Design branch_redirect_ctrl_flat, sky130hd; sources not shown.
### Cells by drive strength

Drawn at 4 px/micron.
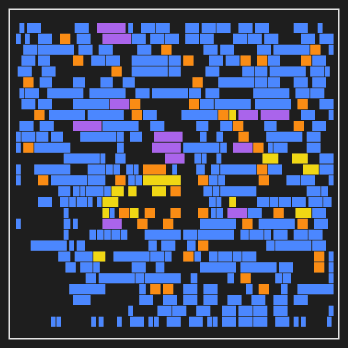
Key: blue = _0 and _1 cells [cells 280, share 80%, most used clkdlybuf4s50_1]; purple = _6 and larger [cells 12, share 3.4%]; yellow = _2 cells [cells 14, share 4.0%, most used mux2_2]; orange = _3 and _4 cells [cells 46, share 13%, most used buf_4]
Final WS setup: 0.175 ns
cell area after layout: 3610 sq um
nonclk buf count: 123
area grow syn2layout: 44.6%

### Close-up of the layout

Window x 8 to 33, y 49 to 74 microns. Cells in grey, sequential cells in the stronger grey; small squares are vias.
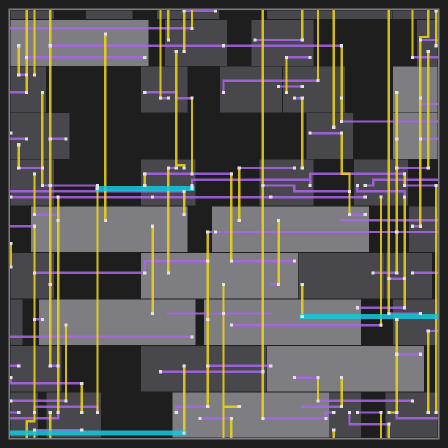
Key: cyan = metal 3; purple = metal 1; yellow = metal 2
30 logic cells have their middle in the window. Most frequent: o2bb2ai_1 (8), dfrtp_1 (8), mux2i_1 (5). Sequential cells in the window: 8.

### Metal 1

Drawn at 6 px/micron.
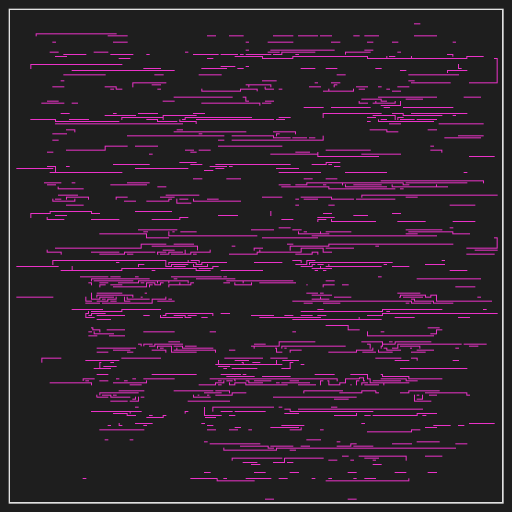
336 nets have wire on it. The layer carries 2,640 microns of wire. The wires run mostly horizontal. The longest straight run is 29.9 microns.
DR vias: 2,138
DRT Wirelength: 5980 microns
met1 Resource Use GR: 22.7%

### Routing congestion

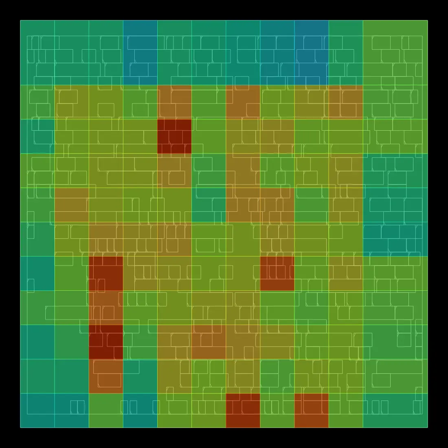
WL per Instance: 14.0 microns
GRT met3 Usage: 4.44%
layer with the highest usage: met2
GR Util All Layers: 17.8%
M2 GR Usage: 29.3%

==> Changelog: implementation <==
### Metrics

* Reg clk slew, reported paths at 0.08 ns
* Max reg flops at 32
* Main logic family: AND-OR/OR-AND gates
* First-pass GRT wire length at ~9000 microns
* Adder and majority gate portion of the synthesized area at 2.51%
* Synth Seq Share at around two fifths
* Hold_buf cts at 0
* RSZ-0062 raised after global routing: false
* Flop share of the area at 27.8%
* Number of enable flip-flop cells at 0
* Commonest Layout Cell: clkdlybuf4s50_1
* Post-synthesis cell type with the largest combined area: dfrtp_1
* Top layer in use: met4
* Detailed Routing Iterations Pass 1 at 4
* Clkbuf count at 6
* Internal at 2.51 mW
* Asr flop ratio synth at 100%
* Status: finished, final reports clean
* Post-Synth AOI/OAI Area at 15.8%
* Fp util at ~41%
* Arr. time, crit path at 2.04 ns
* Number of DRC markers in iteration 0 at 80
* Peak VDD IR at 0.00127 V
* Basic Gates by Area at 12.3%
* Maximum clock insertion buffer count at 2
* Switch Pwr at 3.82 mW
* Fin. max-slew vios at 0
* Inverters, non-clock at 7
* CTS Buf Count at 5
* WP buf/inv at 1
* Finish-stage setup viols at 0
* Post-DP Area at approximately 3500 sq um
* P_seq at ~1.3 mW
* Synth unique cells at 37
* P_comb at approximately 4.4 mW
* Crit end category: flop
* Worst slack at placement at -0.0947 ns
* Tcrit/Tclk final at 91.3%
* CTS tree: built
* Clock Sinks at ~40
* Share of layout cells above drive strength 1 at 20.5%
* Instance count on the critical path at 6
* Tap cell count at 75
* Critical Path RT at approximately 2.2 ns
* Yosys synthesis chip area at 2500 sq um
* Ant. Diodes at 0
* Fmax at 548 MHz
* Flops at roughly 40
* PortBufs at ~110
* R2R cell count at 6
* M1 wire length at 2640 microns
* Hold slack at 0.443 ns
* Min-delay worst type: input port to asynchronous set/reset pin
* Crit-path cells: inv_1, ha_1, or3b_2, a21oi_2, o21ai_0, a22oi_1
* Final Critical Period at 1.83 ns
* Max stage delay cell, worst path: or3b_2
* HPWL after DPL at between 4000 and 5000 microns
* Met2 Wirelength at 2880 microns
* Detail Route Antenna Nets at 0
* Ys cells at 241
* Most frequent cells after synthesis: dfrtp_1, buf_4, mux2i_1, o2bb2ai_1, nand3_1
Power and IR drop assume default switching activity.
